==> config.mk <==
export PLATFORM = sky130hd
export DESIGN_NAME = gate_test_sequencer
export DESIGN_NICKNAME = d
export VERILOG_FILES = /design/src/rtl/gate_test_sequencer.sv
export SDC_FILE = /design/constraint.sdc
export NUM_CORES = 1
export LEC_CHECK = 0
export ABC_CLOCK_PERIOD_IN_PS = 2600
export CAP_MARGIN = 20
export CORE_MARGIN = 5
export CORE_UTILIZATION = 40
export DETAILED_ROUTE_END_ITERATION = 10
export DONT_BUFFER_PORTS = 1
export GPL_TIMING_DRIVEN = 1
export MAX_ROUTING_LAYER = met4
export PLACE_DENSITY_LB_ADDON = 0.12
export SKIP_LAST_GASP = 1
export SYNTH_ARGS = -nofsm -noshare
export SYNTH_HDL_FRONTEND = slang
export SYNTH_SLANG_ARGS = --single-unit
==> constraint.sdc <==
create_clock -name clk -period 2.6 [get_ports clk]
set_clock_uncertainty 0.2 [all_clocks]
set_input_delay 0.52 -clock clk [delete_from_list [all_inputs] [get_ports clk]]
set_output_delay 0.52 -clock clk [all_outputs]
set_load 0.005 [all_outputs]
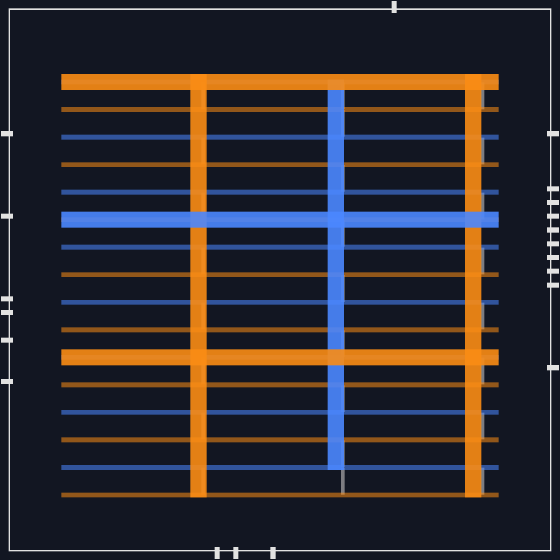
(supply network)
Pins as bars on the die edge. Tap cells in grey.
Orange is VSS. Blue is VDD.
The core has 15 rows. 3 straps on met5. 25 tap cells. 20 signal pins sit on the boundary.
Core Area: 0.00176 mm²
worst-case vdd ir drop: 0.000450 V
Horiz. Die Dim: 53.4 µm
Die Span Y: 53.4 µm

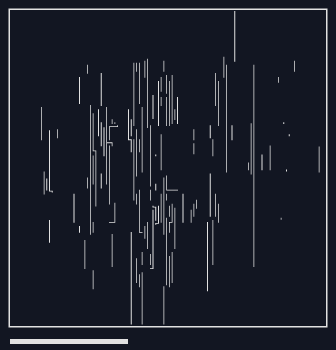
(met2 routing)
Scale bar: 20 µm.
The layer carries 573 µm of wire. The longest straight run is 34.0 µm. The wires run mostly vertical.
final wirelength: 1430 µm
Via Count: 540
met2 GRT Util: 16.5%

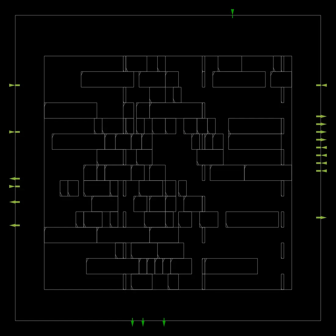
(cell placement)
Fillers: 181
seq_cells: 12
Seq area share: 36.9%
final core occ: 46.2%
FP Rows: 15

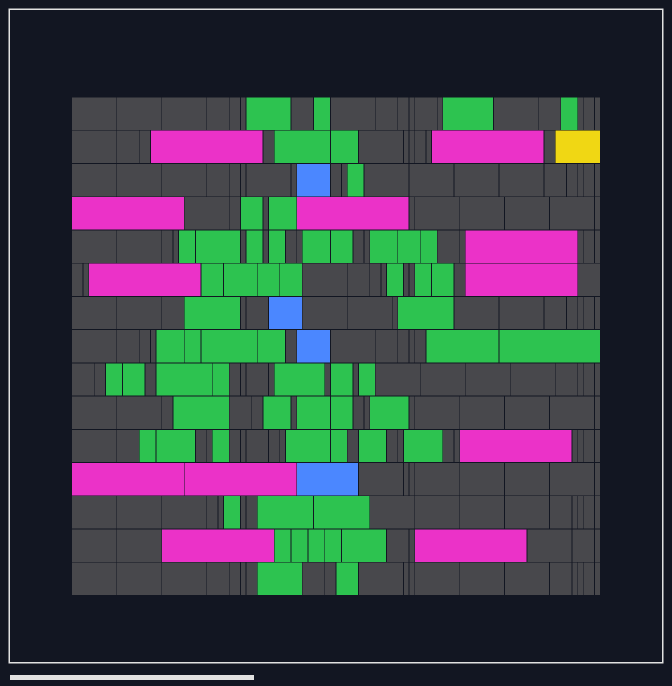
(placed cells, one colour a class)
Scale bar: 20 µm. Fill, decap, tap and diode cells in grey.
Green is combinational and other logic, cells 62, share of their area 56%. Blue is clock drivers and dummy loads, cells 4, share of their area 4.6%. Yellow is other buffers and delay cells, cells 1, share of their area 1.3%. Magenta is flops, cells 12, share of their area 38%.
post-route cell area: 815 µm²

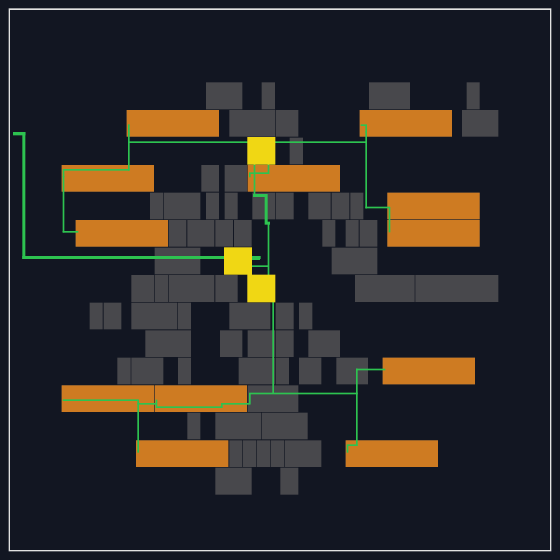
(routed clock nets over the placement)
Orange is flip-flops, count 12. Yellow is clock drivers, count 3. Green is clock wires, length 173 µm.
There are 4 routed clock nets.
clock latency on the worst-skew pair: 270 ps
clk pwr: 148 µW
clock share of power: 20.3%

==> reports/metrics.cfg <==
[floorplanning]
ioPinCount=20
fp.dieArea_mm2=0.00285
fp_util_pct=42.6

[final_timing]
setup_violations=0
fin_crit_sh_pct=83.6
rsz0062_at_grt=no
tightestPinTransition_ps=472
timing.setup.tns_ps=0
fin_ws_ps=428
relSlewSlack_pct=68.5

[clock_tree]
ctsResizeCount=0
clkSinkCount=12
cts_made_buffers=3
cts.path.max_buffers=2
post_cts_buffers=0
cts_max_level=1

[min_path]
hold_class=in -> reg
hold_depth=1

[yosys]
most_common_cell=dfrtp_1
synth.top_cell.area_share_pct=39.9
logic_family=simple AND/OR/NAND/NOR gates
synth_stat.cells=76
ys_ff=12
synthTopCellsByCount=dfrtp_1 (12), nand2_1 (11), inv_1 (9), ha_1 (8), o21ai_0 (7)
yosysTopAreaCell=dfrtp_1
ys_area_um2=752
synth-edff-count=0
ys_warn_count=0
ys_sh_xor_pct=2.16
synth.area.top_cells=dfrtp_1 (40%), ha_1 (13%), nand2_1 (5.5%)
ys_seq_share_pct=39.9
synth_cell_types=25
ys_sh_adder_pct=13.3
syn_area_um2=752
syn_avg_cell_area_um2=9.89
flop_cell=dfrtp_1

[finish]
clkbuf_count=4
sh_comb_area_pct=49.5
seqCellArea_um2=300
logic_area_um2=403
nMultiInputCombCells=53
final_common_cell=dfrtp_1
layoutNonFillerInstCount=104
final_nets=97
buf_share_pct=1.23
final_cell_mix=dfrtp_1 (12), nand2_1 (11), inv_1 (9)
inv_count=9
largest_reg_flops=4

[routing]
top_layer=met4
drtIter0Drc=14
drc=0
wire_per_inst_um=13.7
antenna_left=0
first_pass_iters=4
dr_wl_met3_um=144
wirelength_met1_um=699

[place]
gp_congestion=0.847
pre_cts_ws_ps=445
dpl.hpwl_um=1100
place_inst=99
place_area_um2=768

[critical_path]
reg2reg_depth=6
crit_arrival_ps=2130
worst_ep_required_time_ps=2550
cpPeakStageDelay_ps=420
setup.worst_path.class=reg -> reg
worstPathCellList=inv_1 > ha_1 > nor2b_1 > nand3_1 > o221a_1 > a311o_1
start_kind=flop
cp.depth=6

[power]
comb-power_uw=295
netSwitchingPower_uw=283
p_comb_share_pct=40.3
top_power_group=combinational logic
power_frac_seq_pct=39.4

[global_routing]
grt_util_met3_pct=3.66
overflow=0
grt_max_degree=13
antenna_found_initial=0

[status]
status=completed

[flow_run]
warnings=30

Power and IR drop assume default switching activity.
